==> images/sizes.png <==
Scale bar: 50 microns.
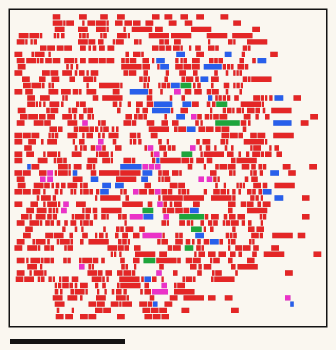
==> images/wires.png <==
Scale bar: 50 microns.
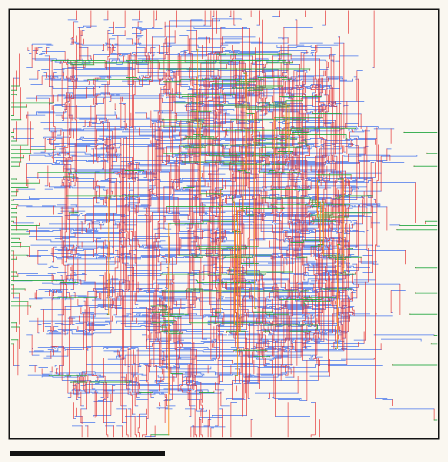
File: src/rtl/logicop_unit_pkg.sv
// Shared types for the execute-stage logic/shift unit: decoder op codes,
// FSM states and the shift-amount width helper.
package logicop_unit_pkg;

    typedef enum logic [2:0] {
        LOP_NOP = 3'd0,
        LOP_SLL = 3'd1,
        LOP_SRL = 3'd2,
        LOP_SRA = 3'd3,
        LOP_XOR = 3'd4,
        LOP_ORR = 3'd5,
        LOP_AND = 3'd6
    } rv32_logicop;

    typedef enum logic [1:0] {
        IDLE  = 2'd0,
        SHIFT = 2'd1,
        DONE  = 2'd2
    } rv_logicop_state_e;

    function automatic int LOGICOP_SHAMT_W(input int xlen);
        return $clog2(xlen);
    endfunction

endpackage

File: src/rtl/logicop_shift_step.sv
// One combinational step of the iterative shifter. In word mode only the low
// 32 bits take part and the upper half is cleared; extension happens later.
module logicop_shift_step #(
    parameter int XLEN  = 32,
    parameter int AMT_W = 3
) (
    input  logic [XLEN-1:0]  i_data,
    input  logic [AMT_W-1:0] i_amt,
    input  logic             i_left,
    input  logic             i_arith,
    input  logic             i_word,
    output logic [XLEN-1:0]  o_data
);

    logic [XLEN-1:0] full_res;

    always_comb begin
        if (i_left) begin
            full_res = i_data << i_amt;
        end else if (i_arith) begin
            full_res = XLEN'($signed(i_data) >>> i_amt);
        end else begin
            full_res = i_data >> i_amt;
        end
    end

    generate
        if (XLEN == 64) begin : g_word
            logic [31:0] lo;
            logic [31:0] lo_res;

            always_comb begin
                lo = i_data[31:0];
                if (i_left) begin
                    lo_res = lo << i_amt;
                end else if (i_arith) begin
                    lo_res = 32'($signed(lo) >>> i_amt);
                end else begin
                    lo_res = lo >> i_amt;
                end
            end

            assign o_data = i_word ? {32'b0, lo_res} : full_res;
        end else begin : g_xlen
            logic unused_word;
            assign unused_word = i_word;
            assign o_data      = full_res;
        end
    endgenerate

endmodule

File: src/rtl/logicop_unit.sv
// Execute-stage logic/shift unit with valid/ready on both sides, flush,
// and an iterative shifter moving SHIFT_STEP bits per cycle.
//
// state | meaning
// IDLE  | no operation held, ready for a new one
// SHIFT | iterating a shift, remaining amount in rem_q
// DONE  | result valid on o_result until downstream takes it
module logicop_unit
    import logicop_unit_pkg::*;
#(
    parameter int XLEN       = 32,
    parameter int SHIFT_STEP = 4
) (
    input  logic            i_clk,
    input  logic            i_rst_n,
    input  logic            i_valid,
    output logic            o_ready,
    input  rv32_logicop     i_op,
    input  logic [XLEN-1:0] i_a,
    input  logic [XLEN-1:0] i_b,
    input  logic            i_word,
    input  logic            i_flush,
    output logic            o_valid,
    input  logic            i_ready,
    output logic [XLEN-1:0] o_result,
    output logic            o_busy
);

    localparam int SHW   = LOGICOP_SHAMT_W(XLEN);
    localparam int REM_W = SHW + 1;
    localparam int AMT_W = $clog2(SHIFT_STEP) + 1;

    rv_logicop_state_e state_q, state_d;
    rv32_logicop       op_q, op_d;
    logic              word_q, word_d;
    logic [SHW-1:0]    rem_q, rem_d;
    logic [XLEN-1:0]   work_q, work_d;

    logic              accept;
    logic              in_word;
    logic              in_shift;
    logic [SHW-1:0]    in_shamt;
    logic [XLEN-1:0]   in_result;
    logic [REM_W-1:0]  rem_ext;
    logic [AMT_W-1:0]  step_amt;
    logic [SHW-1:0]    rem_next;
    logic [XLEN-1:0]   step_out;

    // Decode of the incoming operation; only used on the accept edge.
    always_comb begin
        in_word  = (XLEN == 64) && i_word;
        in_shamt = i_b[SHW-1:0];
        if (in_word) begin
            in_shamt = SHW'(i_b[4:0]);
        end
        in_shift = (i_op == LOP_SLL) || (i_op == LOP_SRL) || (i_op == LOP_SRA);
        case (i_op)
            LOP_XOR: in_result = i_a ^ i_b;
            LOP_ORR: in_result = i_a | i_b;
            LOP_AND: in_result = i_a & i_b;
            LOP_SLL, LOP_SRL, LOP_SRA:
                in_result = in_word ? XLEN'($signed(i_a[31:0])) : i_a;
            default: in_result = '0;
        endcase
    end

    always_comb begin
        rem_ext = {1'b0, rem_q};
        if (rem_ext >= REM_W'(SHIFT_STEP)) begin
            step_amt = AMT_W'(SHIFT_STEP);
        end else begin
            step_amt = AMT_W'(rem_q);
        end
        rem_next = rem_q - SHW'(step_amt);
    end

    logicop_shift_step #(
        .XLEN  (XLEN),
        .AMT_W (AMT_W)
    ) u_shift_step (
        .i_data  (work_q),
        .i_amt   (step_amt),
        .i_left  (op_q == LOP_SLL),
        .i_arith (op_q == LOP_SRA),
        .i_word  (word_q),
        .o_data  (step_out)
    );

    always_comb begin
        state_d = state_q;
        op_d    = op_q;
        word_d  = word_q;
        rem_d   = rem_q;
        work_d  = work_q;
        o_ready = (state_q == IDLE) || ((state_q == DONE) && i_ready);
        accept  = i_valid && o_ready && !i_flush;

        if (i_flush) begin
            state_d = IDLE;
        end else begin
            case (state_q)
                IDLE, DONE: begin
                    if ((state_q == DONE) && i_ready) begin
                        state_d = IDLE;
                    end
                    if (accept) begin
                        op_d   = i_op;
                        word_d = in_word;
                        rem_d  = in_shamt;
                        if (in_shift && (in_shamt != '0)) begin
                            state_d = SHIFT;
                            work_d  = i_a;
                        end else begin
                            state_d = DONE;
                            work_d  = in_result;
                        end
                    end
                end
                SHIFT: begin
                    work_d = step_out;
                    rem_d  = rem_next;
                    if (rem_next == '0) begin
                        state_d = DONE;
                        // Word results are sign-extended only once, on the final step.
                        if (word_q) begin
                            work_d = XLEN'($signed(step_out[31:0]));
                        end
                    end
                end
                default: state_d = IDLE;
            endcase
        end
    end

    always_ff @(posedge i_clk or negedge i_rst_n) begin
        if (!i_rst_n) begin
            state_q <= IDLE;
            op_q    <= LOP_NOP;
            word_q  <= 1'b0;
            rem_q   <= '0;
            work_q  <= '0;
        end else begin
            state_q <= state_d;
            op_q    <= op_d;
            word_q  <= word_d;
            rem_q   <= rem_d;
            work_q  <= work_d;
        end
    end

    assign o_valid  = (state_q == DONE);
    assign o_busy   = (state_q != IDLE);
    assign o_result = work_q;

endmodule
File: config.mk
export PLATFORM = sky130hd
export DESIGN_NAME = logicop_unit
export DESIGN_NICKNAME = d
export VERILOG_FILES = /design/src/rtl/logicop_unit_pkg.sv /design/src/rtl/logicop_shift_step.sv /design/src/rtl/logicop_unit.sv
export SDC_FILE = /design/constraint.sdc
export NUM_CORES = 1
export LEC_CHECK = 0
export CAP_MARGIN = 40
export CORE_MARGIN = 1.5
export CORE_UTILIZATION = 35
export CTS_BUF_LIST = sky130_fd_sc_hd__clkbuf_8
export CTS_CLUSTER_DIAMETER = 120
export DETAILED_ROUTE_END_ITERATION = 10
export PLACE_DENSITY_LB_ADDON = 0.15
export SKIP_CTS_REPAIR_TIMING = 1
export SLEW_MARGIN = 20
export SYNTH_ARGS = -nofsm -noshare
export SYNTH_HDL_FRONTEND = slang
export SYNTH_SLANG_ARGS = --single-unit
File: constraint.sdc
create_clock -name i_clk -period 5 [get_ports i_clk]
set_clock_uncertainty 0.05 [all_clocks]
set_input_delay 1.25 -clock i_clk [delete_from_list [all_inputs] [get_ports i_clk]]
set_output_delay 1.25 -clock i_clk [all_outputs]
set_load 0.005 [all_outputs]
==> impl_metrics.env <==
# source this file to load flow results
export IMPL_run_status="complete, no violations"
export IMPL_layout_area_seq_sq_um=1050
export IMPL_synth_area_sq_um=6340
export IMPL_yosys_most_used_dff="sky130_fd_sc_hd__dfrtp_1"
export IMPL_dr_first_iter_drc_count=838
export IMPL_clock_tree_from_tritoncts="done"
export IMPL_async_flop_share=1.00
export IMPL_clock_cell_area_share=0.0179
export IMPL_ys_cells=858
export IMPL_worst_setup_hold_path_clk_slew_ns=0.10
export IMPL_crit_required_ns=3.70
export IMPL_crit_path_start_kind="input port"
export IMPL_worstPathArrival_ns=2.55
export IMPL_r2r_end="o_result[16]"
export IMPL_cts_inserted_buffers=5
export IMPL_maxSlewViolCount=0
export IMPL_sh_seq_area=0.136
export IMPL_seq_cell_count=42
export IMPL_synth_seq_share=0.166
export IMPL_final_clkbuf_count=5
export IMPL_insertion_delay_ns=0.32
export IMPL_criticalPathCategory="in2out"
export IMPL_cts_sinks=42
export IMPL_layout_filler_cells=1817
export IMPL_dp_worst_setup_slack_ns=1.13
export IMPL_htree_num_levels=2
export IMPL_die_size_x_microns=138
export IMPL_cp_depth=4
export IMPL_yosys_chip_area_sq_um=6340
export IMPL_leading_cell_types_by_count_after_synthesis="sky130_fd_sc_hd__nand2_1 (97), sky130_fd_sc_hd__inv_1 (72), sky130_fd_sc_hd__ha_1 (65)"
export IMPL_num_antenna_cells=0
export IMPL_dominant_cell_class="logic gates"
export IMPL_floorplan_core_util=0.356
export IMPL_timing_final_crit_period_ns=3.85
export IMPL_layout_buffer_nonclock_area_share=0.165
export IMPL_setup_slack_ns=1.15
export IMPL_area_of_the_multi_input_gates_sq_um=4690
export IMPL_drt_first_pass_iters=7
export IMPL_min_path_type="reg2reg"
export IMPL_finalWirelength_mm=24.1
export IMPL_tightest_slew_ns=0.851
export IMPL_critical_path_top_cell_by_count="sky130_fd_sc_hd__clkdlybuf4s50_1"
export IMPL_dpl_instance_area_sq_um=7560
export IMPL_via_count_of_the_first_global_routing_pass=6424
export IMPL_cts_root_buf="sky130_fd_sc_hd__clkbuf_8"
export IMPL_p_leak_nw=3.25
Back to the opening pictures, sizes.png:
legend:
  blue:
    size: _2 cells
    cells: 37
  red:
    size: _0 and _1 cells
    cells: 842
  magenta:
    size: _3 and _4 cells
    cells: 29
  green:
    size: _6 and larger
    cells: 9

Back to the opening pictures, wires.png:
legend:
  green:
    layer: metal 3
    wire_length: 1840 microns
  blue:
    layer: metal 1
    wire_length: 11200 microns
  orange:
    layer: metal 4
    wire_length: 581 microns
  red:
    layer: metal 2
    wire_length: 10400 microns
detail-routed net length per standard cell: 21.0 microns
total number of vias: 6914
all-layer global routing usage: 0.260

[worst max path at each step]
stage          startpoint           end  slack (ns)
2_1_floorplan     i_ready       o_ready        2.25
3_3_place_gp      i_op[2]  o_result[16]        1.14
3_5_place_dp      i_op[2]  o_result[16]        1.13
4_1_cts           i_ready       o_ready        1.16
5_1_grt           i_ready       o_ready        1.09
6_report          i_ready       o_ready        1.15
[worst register-to-register path, cell delays in order (launching register included)]
cell                       delay (ns)
sky130_fd_sc_hd__dfrtp_1         0.76
sky130_fd_sc_hd__inv_1           0.52
sky130_fd_sc_hd__nor2_1          0.72
sky130_fd_sc_hd__nand2_1         0.45
sky130_fd_sc_hd__o221ai_1        0.35
sky130_fd_sc_hd__o32a_1          0.19
[flip-flops by register name, summed over array words and instances (netlist names)]
signal / cells
state_q: 2
o_result: 32
rem_q: 5
op_q: 3
[metal layers]
metal,share of wire,global-route usage,vias up
met4,0.024,0.0813,0
met5,0,0,-
li1,-,-,3255
met3,0.077,0.0287,41
met2,0.43,0.389,369
met1,0.47,0.387,3249
[power by group]
group | total [mW] | switching [mW] | leakage, nW | internal, mW
Sequential | 0.649 | 0.235 | 0.483 | 0.414
Clock | 0.356 | 0.156 | 0.0683 | 0.201
Combinational | 1.05 | 0.535 | 2.70 | 0.518
Total | 2.06 | 0.926 | 3.25 | 1.13
[cells by family after synthesis]
logic type,share of synthesized area
AND-OR/OR-AND,0.306
buffers and inverters,0.0994
AND/OR/NAND/NOR,0.183
flip-flops,0.166
multiplexers,0.117
other,0.000591
adder cells (fa/ha/maj),0.128
Power is estimated from default activity; no workload was simulated.
